## config.mk

```make
export PLATFORM = sky130hd
export DESIGN_NAME = brq_test_monitor
export DESIGN_NICKNAME = d
export VERILOG_FILES = /design/src/rtl/brq_tb_pkg.sv /design/src/rtl/brq_sig_detect.sv /design/src/rtl/brq_test_monitor.sv
export SDC_FILE = /design/constraint.sdc
export NUM_CORES = 1
export LEC_CHECK = 0
export ABC_AREA = 1
export CORE_AREA = 2 2 92 94
export CTS_CLUSTER_DIAMETER = 200
export DETAILED_ROUTE_END_ITERATION = 16
export DIE_AREA = 0 0 94 96
export GPL_ROUTABILITY_DRIVEN = 0
export PLACE_DENSITY = 0.76
export REMOVE_ABC_BUFFERS = 1
export SLEW_MARGIN = 20
export SYNTH_ARGS = -nofsm -noshare
export SYNTH_HDL_FRONTEND = slang
export SYNTH_SLANG_ARGS = --single-unit
```

## constraint.sdc

```tcl
create_clock -name brq_clk -period 4.9 [get_ports brq_clk]
set_clock_uncertainty 0.15 [all_clocks]
set_input_delay 0.98 -clock brq_clk [delete_from_list [all_inputs] [get_ports brq_clk]]
set_output_delay 0.98 -clock brq_clk [all_outputs]
set_load 0.01 [all_outputs]
```

## src/rtl/brq_tb_pkg.sv

```systemverilog
// Shared types and default signatures for the Buraq test-harness monitor.
package brq_tb_pkg;

   typedef enum logic [1:0] {ST_RESET, ST_RUN, ST_DONE} brq_mon_state_e;

   localparam logic [31:0] BRQ_PASS_SIG = 32'h600D_C0DE;
   localparam logic [31:0] BRQ_FAIL_SIG = 32'hBAD0_0BAD;

endpackage

```

## src/rtl/brq_sig_detect.sv

```systemverilog
// Per-core signature detector: latches the first PASS or FAIL signature seen
// while enabled and ignores everything afterwards until cleared.
module brq_sig_detect
   import brq_tb_pkg::*;
#(
   parameter int                DATA_W   = 32,
   parameter logic [DATA_W-1:0] PASS_SIG = DATA_W'(BRQ_PASS_SIG),
   parameter logic [DATA_W-1:0] FAIL_SIG = DATA_W'(BRQ_FAIL_SIG)
) (
   input  logic              clk,
   input  logic              clr,
   input  logic              en,
   input  logic [DATA_W-1:0] value,
   output logic              done,
   output logic              fail
);

   // Sticky done/fail flags; the first signature wins.
   always_ff @(posedge clk) begin
      if (clr) begin
         done <= 1'b0;
         fail <= 1'b0;
      end else if (en && !done) begin
         if (value == PASS_SIG) begin
            done <= 1'b1;
         end else if (value == FAIL_SIG) begin
            done <= 1'b1;
            fail <= 1'b1;
         end
      end
   end

endmodule

```

## src/rtl/brq_test_monitor.sv

```systemverilog
// Test-harness controller for N_CH Buraq cores: stretches reset into a per-run
// core reset, counts run cycles, collects pass/fail signatures, reports a verdict.
module brq_test_monitor
   import brq_tb_pkg::*;
#(
   parameter int                DATA_W     = 32,
   parameter int                N_CH       = 2,
   parameter int                RST_CYCLES = 4,
   parameter int                TIMEOUT    = 1000,
   parameter int                CNT_W      = 32,
   parameter logic [DATA_W-1:0] PASS_SIG   = DATA_W'(BRQ_PASS_SIG),
   parameter logic [DATA_W-1:0] FAIL_SIG   = DATA_W'(BRQ_FAIL_SIG)
) (
   input  logic                   brq_clk,
   input  logic                   brq_rst,
   input  logic [N_CH*DATA_W-1:0] reg_out_i,
   input  logic                   restart_i,
   output logic                   core_rst_o,
   output logic [CNT_W-1:0]       cycle_cnt_o,
   output logic [N_CH-1:0]        ch_done_o,
   output logic [N_CH-1:0]        fail_mask_o,
   output logic                   done_o,
   output logic                   pass_o,
   output logic                   timeout_o
);

   localparam int RC_W = (RST_CYCLES > 1) ? $clog2(RST_CYCLES) : 1;

   if (PASS_SIG == FAIL_SIG) begin : g_bad_sig
      $error("brq_test_monitor: PASS_SIG and FAIL_SIG must differ");
   end
   if (TIMEOUT < 1) begin : g_bad_timeout
      $error("brq_test_monitor: TIMEOUT must be >= 1");
   end
   if (RST_CYCLES < 1) begin : g_bad_rst
      $error("brq_test_monitor: RST_CYCLES must be >= 1");
   end

   brq_mon_state_e    state, state_nxt;
   logic [RC_W-1:0]   rst_cnt, rst_cnt_nxt;
   logic              core_rst_nxt;
   logic [CNT_W-1:0]  cnt_nxt;
   logic              done_nxt, pass_nxt, timeout_nxt;
   logic              en, clr, all_done_nxt;
   logic [N_CH-1:0]   pass_hit, fail_hit;

   function automatic logic [CNT_W-1:0] sat_inc(input logic [CNT_W-1:0] x);
      return (&x) ? x : x + 1'b1;
   endfunction

   // Matching is only live in RUN, where the cores are out of reset.
   assign en  = (state == ST_RUN);
   assign clr = brq_rst || ((state == ST_DONE) && restart_i);

   for (genvar k = 0; k < N_CH; k++) begin : g_ch
      logic [DATA_W-1:0] value;
      assign value       = reg_out_i[k*DATA_W +: DATA_W];
      assign pass_hit[k] = en && !ch_done_o[k] && (value == PASS_SIG);
      assign fail_hit[k] = en && !ch_done_o[k] && (value == FAIL_SIG);

      brq_sig_detect #(
         .DATA_W   (DATA_W),
         .PASS_SIG (PASS_SIG),
         .FAIL_SIG (FAIL_SIG)
      ) u_det (
         .clk   (brq_clk),
         .clr   (clr),
         .en    (en),
         .value (value),
         .done  (ch_done_o[k]),
         .fail  (fail_mask_o[k])
      );
   end

   // Completion includes channels that report on this very edge.
   assign all_done_nxt = &(ch_done_o | pass_hit | fail_hit);

   // Next-state and next-output logic for the RESET/RUN/DONE sequencer.
   always_comb begin
      state_nxt    = state;
      rst_cnt_nxt  = rst_cnt;
      core_rst_nxt = core_rst_o;
      cnt_nxt      = cycle_cnt_o;
      done_nxt     = done_o;
      pass_nxt     = pass_o;
      timeout_nxt  = timeout_o;
      unique case (state)
         ST_RESET: begin
            if (rst_cnt == RC_W'(RST_CYCLES - 1)) begin
               state_nxt    = ST_RUN;
               core_rst_nxt = 1'b0;
               rst_cnt_nxt  = '0;
            end else begin
               rst_cnt_nxt = rst_cnt + 1'b1;
            end
         end
         ST_RUN: begin
            if (all_done_nxt) begin
               // Completion beats timeout when both land on the same edge.
               state_nxt   = ST_DONE;
               done_nxt    = 1'b1;
               timeout_nxt = 1'b0;
               pass_nxt    = ~|(fail_mask_o | fail_hit);
               cnt_nxt     = sat_inc(cycle_cnt_o);
            end else if (cycle_cnt_o == CNT_W'(TIMEOUT - 1)) begin
               // Timeout freezes the count at TIMEOUT-1.
               state_nxt   = ST_DONE;
               done_nxt    = 1'b1;
               timeout_nxt = 1'b1;
               pass_nxt    = 1'b0;
            end else begin
               cnt_nxt = sat_inc(cycle_cnt_o);
            end
         end
         ST_DONE: begin
            if (restart_i) begin
               state_nxt    = ST_RESET;
               rst_cnt_nxt  = '0;
               core_rst_nxt = 1'b1;
               cnt_nxt      = '0;
               done_nxt     = 1'b0;
               pass_nxt     = 1'b0;
               timeout_nxt  = 1'b0;
            end
         end
         default: begin
            state_nxt    = ST_RESET;
            rst_cnt_nxt  = '0;
            core_rst_nxt = 1'b1;
         end
      endcase
   end

   // State and output registers; brq_rst overrides everything.
   always_ff @(posedge brq_clk) begin
      if (brq_rst) begin
         state       <= ST_RESET;
         rst_cnt     <= '0;
         core_rst_o  <= 1'b1;
         cycle_cnt_o <= '0;
         done_o      <= 1'b0;
         pass_o      <= 1'b0;
         timeout_o   <= 1'b0;
      end else begin
         state       <= state_nxt;
         rst_cnt     <= rst_cnt_nxt;
         core_rst_o  <= core_rst_nxt;
         cycle_cnt_o <= cnt_nxt;
         done_o      <= done_nxt;
         pass_o      <= pass_nxt;
         timeout_o   <= timeout_nxt;
      end
   end

endmodule

```

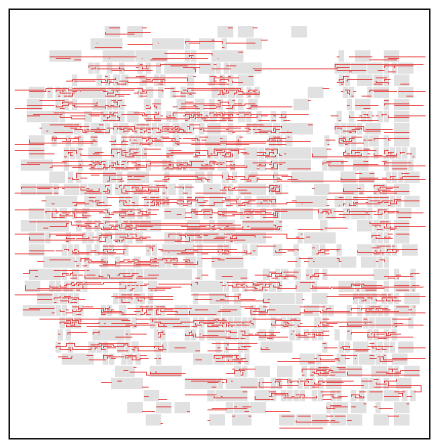
run_1/met1.png
- longest straight run: 26.7 um
- nets with wire on the layer: 714
- wire length on this layer: 4,450 um
- share of all routed wire: 42%
GR Layer Usage met1: 27.6%
Total Wirelength: 10,600 um
Vias: 4,223

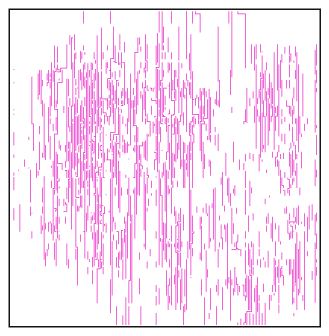
run_1/met2.png
- nets with wire on the layer: 624
- main direction: vertical
- wire length on this layer: 4,900 um

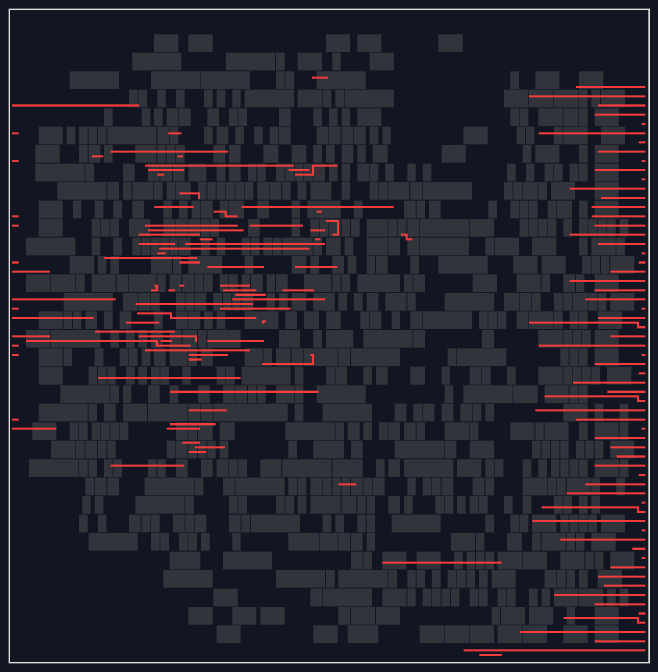
run_1/met3.png
- share of all routed wire: 9.7%
- wire length on this layer: 1,030 um

==> job_summary.md, run 1 <==
### Yosys + OpenROAD results

| Metric | Value |
|---|---|
| Cell internal pwr | between 1 and 1.5 mW |
| Chip Area, Yosys | 0.00356 mm^2 |
| Synth area leader | dfxtp_1 |
| Placeable Area | approximately 0.008 mm^2 |
| Synth Seq Share | 24.8% |
| CTS buffer count | 5 |
| HPWL reported at the end of detailed placement | 8120 um |
| Final setup viols | 0 |
| Final hold vios | 0 |
| Clk latency late pin | 300 ps |
| Leakage power | approximately 2 nW |
| Die Size | 0.00902 mm^2 |
| Largest net degree at the start of global routing | 34 |
| Async SR Flop Fraction | 0% |
| Total gr overflow | 0 |
| Top cells by area | dfxtp_1 25%, nand2_1 18%, nor2_1 16%, inv_1 9.0%, nand3_1 6.9% |
| Root Buffer | clkbuf_8 |
| Post-synth top area share | 24.8% |
| Distinct cells, synth | 35 |
| First-pass DRT Iterations | 5 |
| Post-Syn Area per Cell | ~5.6 um^2 |
| Tool Warnings | 28 |
| Worst EP required | 4990 ps |
| CP Class | flop to flop |
| VDD IR max | 333 uV |
| Yosys cell count | 632 |
| Placed insts | 824 |
| Switching Share | 47.3% |
| Max H-tree Level | 2 |
| Sequential power share | 29.5% |
| DRC Markers | 0 |
| Post-CTS Setup Bufs | 0 |
| Highest fanout seen on the critical path | 33 |
| Max-Cap Viols | 0 |
| Dominant cell by count in the synthesized netlist | nand2_1 |
| Worst setup EP type | flop |
| PD cells | 473 mW/mm^2 |
| Top cell excl fill/tap | nand2_1 |
| Rows | 33 |
| First-pass GRT wire length | approximately 18,000 um |
| Total power draw | 2.24 mW |
| Die Span X | 94 um |
| Post-synth top flop | dfxtp_1 |
| Post-DP Area | 0.00461 mm^2 |
| Initial Util | 44.2% |
| Sink Count | 44 |
| Slew at the pin closest to its max-slew limit | 882 ps |
| DR WL/cell | 12.7 um |
| Final Max Tran Viols | 0 |
| Hold Slack | 314 ps |
| Logic pwr share | roughly 57% |
| YS warnings | 0 |
| NetSw | 1.06 mW |
| Worst setup SP type | flop |
| Syn Std Cell Area | approximately 0.0036 mm^2 |
| Number of global-route vias before repair | about 4,000 |
| Post-synth EDFFs | 0 |
| Clk pwr share | a little over an eighth |
| Finished Core Util | 58.7% |
| Worst EP arrival | 3430 ps |
| Post-synth top cells | 166 x nand2_1, 148 x nor2_1, 85 x inv_1 |
| DR vias/cell | 5.08 |
| Flops & latches, synth | ~44 |
| Placement-stage worst setup slack | 1560 ps |
| Layout net count | 799 |
| Total GRT Usage | 23.9% |
| Port Buffer Count | 106 |
| Post-cts resize count | 0 |
| CTS tree | built |
| Fraction of layout cells with a size suffix above 1 | 3.30% |
| Top Layout Cells | 166 x nand2_1, 148 x nor2_1, 106 x clkdlybuf4s50_1, 85 x inv_1, 49 x nand3_1 |
| Status | finished, final reports clean |
| Final worst slack | 1560 ps |
| Worst-path clk slew | 100 ps |
| Initial antenna violation count | 0 |
| Clk buf depth | 2 |
| TNS Setup | 0 ps |
| RSZ-0062 raised after global routing | false |
| Layout Cells excl Fill | 832 |
| First DRT Iteration DRCs | 257 |
| Slew headroom | 41.2% |
| Hold Buf Count CTS | 0 |
| Cycle use final | 68.2% |
| Diodes inserted | 0 |
| I/O pins | between 100 and 150 |
| Design area | 0.00473 mm^2 |
| Post-Syn Instances | 632 |
| Synth-to-layout area growth | 32.9% |
| Min Clock Period, post-route | 3340 ps |
| Fmax | around 300 MHz |
| Post-DRT Antenna Nets | 0 |
| DIE HEIGHT | 96 um |
| Worst Hold Class | flop to flop |
[run 1: worst max-delay path: stages, from the launching register on]
cell	delay, ps
dfxtp_1	340
inv_1	100
ha_1	750
inv_1	560
nand4_1	290
nor2_4	70
nor2_4	400
nand2_8	230
inv_6	200
nor2_1	60
nor2_1	110
[run 1: path summary, 6_finish.rpt]
path | startpoint | to | slack, ps | cells past startpoint
min | timeout_o | timeout_o | 310 | 2
max | state[0] | cycle_cnt_o[13] | 1560 | 10
min reg2reg | timeout_o | timeout_o | 310 | 2
max reg2reg | state[0] | cycle_cnt_o[13] | 1560 | 10
[run 1: cell type report]
type	count	area (um^2)
Clock buffer	5	68.8
Clock inverter	3	46.3
Fill cell	815	3320
Inverter	89	339
Multi-Input combinational cell	480	2200
Sequential cell	44	881
Tap cell	105	131
Timing Repair Buffer	106	1060
[run 1: cells by family after synthesis]
group | count (synthesis) | share of synthesized area, %
AOI/OAI and AO/OA | 47 | 6.75
xor gates and xnor gates | 10 | 2.46
adders and majority gates | 6 | 2.11
buffers and inverters | 108 | 13.4
DFF | 44 | 24.8
and+or+nand+nor | 417 | 50.5
[run 1: per-layer routing]
layer	track usage [%]	vias up	routed length [um]
met3	5.17	23	1030
met4	7.25	0	201
met1	27.6	1848	4450
li1	-	2155	-
met2	43.9	197	4900
met5	0	-	0
[run 1: power by group through the flow]
stage	Clock, mW	Sequential (mW)	Combinational (mW)
final	0.294	0.659	1.28
after floorplan	0	0.674	0.769
after global routing	0.316	0.680	1.46
after global placement	0	0.659	1.26
after CTS	0.298	0.656	1.29
after detailed placement	0	0.663	1.29
[run 1: registers in the layout, indices dropped and copies added (netlist names)]
register	cells
core_rst_o	1
cycle_cnt_o	32
done_o	1
g_ch.u_det.done	2
g_ch.u_det.fail	2
pass_o	1
rst_cnt	2
state	2
timeout_o	1
run_1/final_congestion.png
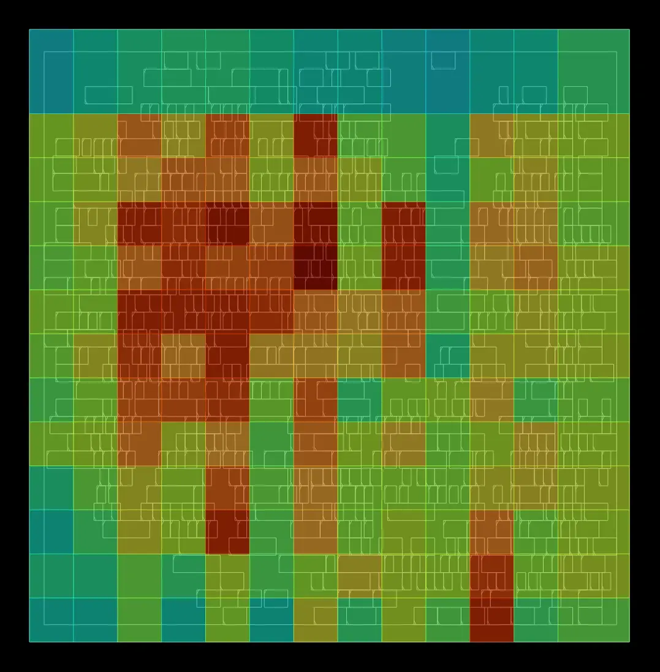

==> run 2, diff against run 1 <==
--- a/config.mk
+++ b/config.mk
@@ -6,10 +6,10 @@
 export NUM_CORES = 1
 export LEC_CHECK = 0
 export ABC_AREA = 1
-export CORE_AREA = 2 2 92 94
+export CORE_AREA = 2 2 94 96
 export CTS_CLUSTER_DIAMETER = 200
 export DETAILED_ROUTE_END_ITERATION = 16
-export DIE_AREA = 0 0 94 96
+export DIE_AREA = 0 0 96 98
 export GPL_ROUTABILITY_DRIVEN = 0
 export PLACE_DENSITY = 0.76
 export REMOVE_ABC_BUFFERS = 1
==> constraint.sdc (replaced) <==
create_clock -name brq_clk -period 2.88 [get_ports brq_clk]
set_clock_uncertainty 0.15 [all_clocks]
set_input_delay 0.576 -clock brq_clk [delete_from_list [all_inputs] [get_ports brq_clk]]
set_output_delay 0.576 -clock brq_clk [all_outputs]
set_load 0.01 [all_outputs]
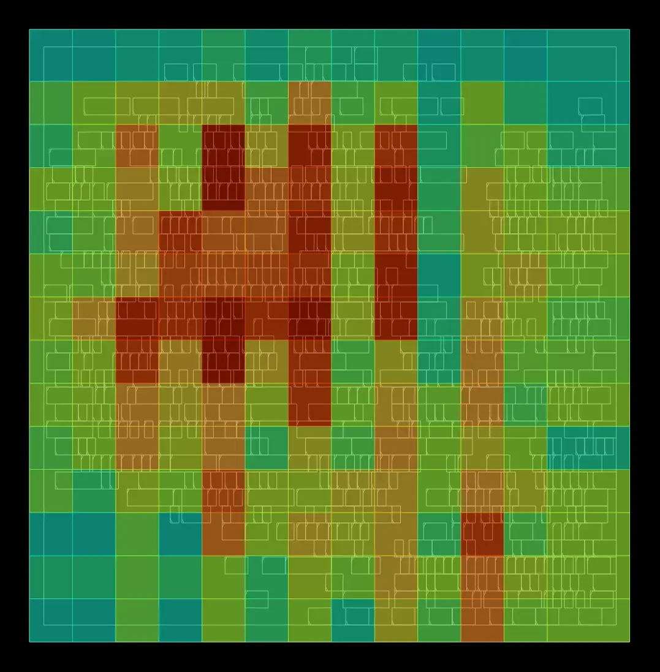
run_2/final_congestion.png
GR met3 Demand/Resource: 4.71%
met2 usage: 38.4%
GR Layer Usage met1: 26.7%

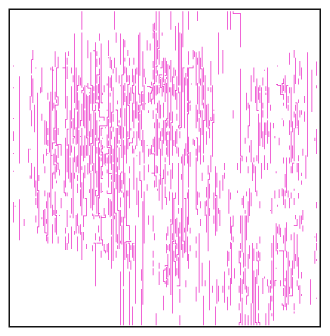
run_2/met2.png
- share of all routed wire: 46%
- nets with wire on the layer: 611
- main direction: vertical

==> run 2 against run 1 <==
Effect of this change:
- clock power is 64% higher
- global-route usage is 1.8 points lower
- routed wire length fell by 0.53%
- combinational power is 73% higher
- cell count rose by 1.1%
- sequential cell count unchanged
- area after synthesis stayed put
- hold slack hardly changed
- power grew 71%
- die area increased by 4.3%
- clock-buffer cell count is the same
- via count is 1.1% lower
- critical path type is now input pin to flop
- largest cell class unchanged
==> job_summary.md, run 2 <==
### Yosys + OpenROAD results

| Metric | Value |
|---|---|
| Post-synth top area share | 24.8% (unchanged) |
| Crit path largest cell delay | 480 ps (-270 ps) |
| Placement-stage worst setup slack | 216 ps (-1350 ps) |
| Total Wirelength | 10,500 um (-0.53%) |
| Flops & latches, synth | 44 (unchanged) |
| Post-CTS Setup Bufs | 0 (unchanged) |
| Yosys cell count | 632 (unchanged) |
| Most common cell on crit path | nor2_1 |
| Fmax | 431 MHz |
| Hold Buf Count CTS | 0 (unchanged) |
| Tool Warnings | 28 (unchanged) |
| Min Clock Period, post-route | 2320 ps |
| Sink Count | 44 (unchanged) |
| Top Layout Cells | 166 x nand2_1, 148 x nor2_1, 106 x clkdlybuf4s50_1, 85 x inv_1, 49 x nand3_1 |
| YS warnings | 0 (unchanged) |
| Final Max Tran Viols | 0 (unchanged) |
| Largest net degree at the start of global routing | 34 (unchanged) |
| Port Buffer Count | 106 (unchanged) |
| Max-Cap Viols | 0 (unchanged) |
| Final setup viols | 0 (unchanged) |
| Vias | 4,176 (-1.1%) |
| Slew at the pin closest to its max-slew limit | 470 ps (-411 ps) |
| Worst EP arrival | 2400 ps (-1030 ps) |
| CP delay by family, top | simple AND/OR/NAND/NOR gates |
| Final worst slack | 558 ps (-1000 ps) |
| Synth area leader | dfxtp_1 |
| Worst setup SP type | input pin |
| Slew headroom | 68.4% (+27 points) |
| Reg2reg start | cycle_cnt_o[0] |
| I/O pins | 107 (unchanged) |
| Critical Path, Cell by Cell | clkdlybuf4s50_1 -> nand2_1 -> nor2_1 -> nand2_1 -> nor2_1 -> nand3_1 -> nand3_1 -> nand2_2 -> nand3_4 -> nand2_8 -> inv_6 -> nor2_1 -> nor2_1 |
| DR vias/cell | 4.97 (-2.2%) |
| Synth Seq Share | 24.8% (unchanged) |
| CP bufs+invs | 2 (-1) |
| Top cell excl fill/tap | nand2_1 |
| Hold Crit Depth | 2 (unchanged) |
| Status | finished, final reports clean |
| CTS tree | built |
| Total gr overflow | 0 (unchanged) |
| Chip Area, Yosys | 0.00356 mm^2 (unchanged) |
| CP endpoint | cycle_cnt_o[15] |
| TNS Setup | 0 ps (unchanged) |
| Top cells by area | dfxtp_1 25%, nand2_1 18%, nor2_1 16%, inv_1 9.0%, nand3_1 6.9% |
| Die Span X | 96 um (+2.1%) |
| Total power draw | 3.83 mW (+71%) |
| Crit path launch | reg_out_i[61] |
| Final hold vios | 0 (unchanged) |
| Initial antenna violation count | 0 (unchanged) |
| Max reg flops | 32 (unchanged) |
| Leakage power | 2.03 nW (+1.4%) |
| Placeable Area | 0.00847 mm^2 (+5.1%) |
| Clk latency late pin | 300 ps (about the same) |
| Synth-to-layout area growth | 34.2% |
| Placed insts | 833 (+1.1%) |
| Worst setup EP type | flop |
| Worst EP required | 2960 ps (-2030 ps) |
| CP Class | input pin to flop |
| Number of global-route vias before repair | 3,833 (-3.4%) |
| Initial Util | 42.0% (-2.2 points) |
| Post-cts resize count | 0 (unchanged) |
| Fraction of layout cells with a size suffix above 1 | 4.09% (+0.79 points) |
| Worst reg2reg endpoint | cycle_cnt_o[24] |
| Distinct cells, synth | 35 (unchanged) |
| Post-synth top flop | dfxtp_1 |
| PD cells | 803 mW/mm^2 (+70%) |
| VDD IR max | 521 uV (+56%) |
| R2R setup slack | 590 ps (-970 ps) |
| DRC Markers | 0 (unchanged) |
| Dominant cell by count in the synthesized netlist | nand2_1 |
| Critical path depth in cells | 13 (+3) |
| Layer with the highest usage | met2 |
| First-pass DRT Iterations | 5 (unchanged) |
| Cycle use final | 80.6% |
| Biggest register | cycle_cnt_o |
| CTS buffer count | 5 (unchanged) |
| First-pass GRT wire length | 16,900 um (-3.6%) |
| R2r worst-path depth | 11 (+1) |
| RSZ-0062 raised after global routing | false |
| Post-DRT Antenna Nets | 0 (unchanged) |
| HPWL reported at the end of detailed placement | 8160 um (+0.41%) |
| Layout net count | 805 (+0.75%) |
| Layout Cells excl Fill | 841 (+1.1%) |
| Diodes inserted | 0 (unchanged) |
| DIE HEIGHT | 98 um (+2.1%) |
| Post-synth top cells | 166 x nand2_1, 148 x nor2_1, 85 x inv_1 |
| Root Buffer | clkbuf_8 |
| Max H-tree Level | 2 (unchanged) |
| Post-synth EDFFs | 0 (unchanged) |
| Die Size | 0.00941 mm^2 (+4.3%) |
| Hold EP | timeout_o |
| Highest fanout seen on the critical path | 33 (unchanged) |
| First DRT Iteration DRCs | 257 (unchanged) |
| Rows | 34 (+3.0%) |
| Total GRT Usage | 22.0% (-1.8 points) |
| Worst-path clk slew | 100 ps (about the same) |
| Clk buf depth | 2 (unchanged) |
| Post-Syn Area per Cell | 5.63 um^2 (unchanged) |
| Hold path start | timeout_o |
| DR WL/cell | 12.5 um (-1.6%) |
| Syn Std Cell Area | 0.00356 mm^2 (unchanged) |
| Async SR Flop Fraction | 0% (unchanged) |
| Worst Hold Class | flop to flop |
| Post-Syn Instances | 632 (unchanged) |
| Critical-path top delay cell | clkdlybuf4s50_1 |
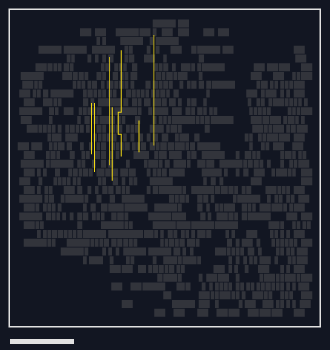
run_2/met4.png
Bar = 20 um.
- share of all routed wire: 1.6%
- main direction: vertical
- wire length on this layer: 171 um

run 2: power by group:
group / internal, mW / total (mW) / switching, mW
combinational: 0.942 / 2.22 / 1.28
sequential: 0.834 / 1.13 / 0.293
clock: 0.257 / 0.483 / 0.226
total: 2.03 / 3.83 / 1.80
run 2: cells by family (layout without fill, tap and decap cells):
| kind of cell | after synthesis | in the layout | synth area share (%) |
|---|---|---|---|
| and+or+nand+nor | 417 | 417 | 50.5 |
| buffers and inverters | 108 | 209 | 13.4 |
| AOI/OAI and AO/OA | 47 | 47 | 6.75 |
| DFF | 44 | 44 | 24.8 |
| xor gates and xnor gates | 10 | 10 | 2.46 |
| adders and majority gates | 6 | 6 | 2.11 |
run 2: layer usage:
layer  vias up  wire length, um
met2       189             4840
met3        14             1050
met4         0              170
met1      1812             4460
li1       2161                -
met5         -                0
run 2: worst register-to-register path, delay by kind of cell, from the launching register on:
kind / cells / cell delay [ps]
AND/OR/NAND/NOR: 9 / 1320
flip-flops: 1 / 390
AND-OR/OR-AND: 1 / 180
adder cells (fa/ha/maj): 1 / 180
run 2: per-stage QoR:
| stage | hold WS [ps] | cell area [um^2] | utilization (%) |
|---|---|---|---|
| 6_report | 314 | 4770 | 56.4 |
| 5_1_grt | 350 | 4770 | 56.4 |
| 4_1_cts | 319 | 4770 | 56.4 |
| 3_5_place_dp | 304 | 4660 | 55.1 |
| 3_3_place_gp | 300 | 4660 | 55.1 |
| 2_1_floorplan | 292 | 3420 | - |
run 2: final cells by class:
| type | count | area (um^2) |
|---|---|---|
| clock buffer | 5 | 68.8 |
| clock inverter | 3 | 42.5 |
| fill | 827 | 3690 |
| inverter | 89 | 339 |
| multi-input combinational | 480 | 2200 |
| sequential | 44 | 881 |
| tap | 108 | 135 |
| timing repair buffer | 112 | 1110 |
Power figures rest on the tool's default switching activity, not on a simulated workload.
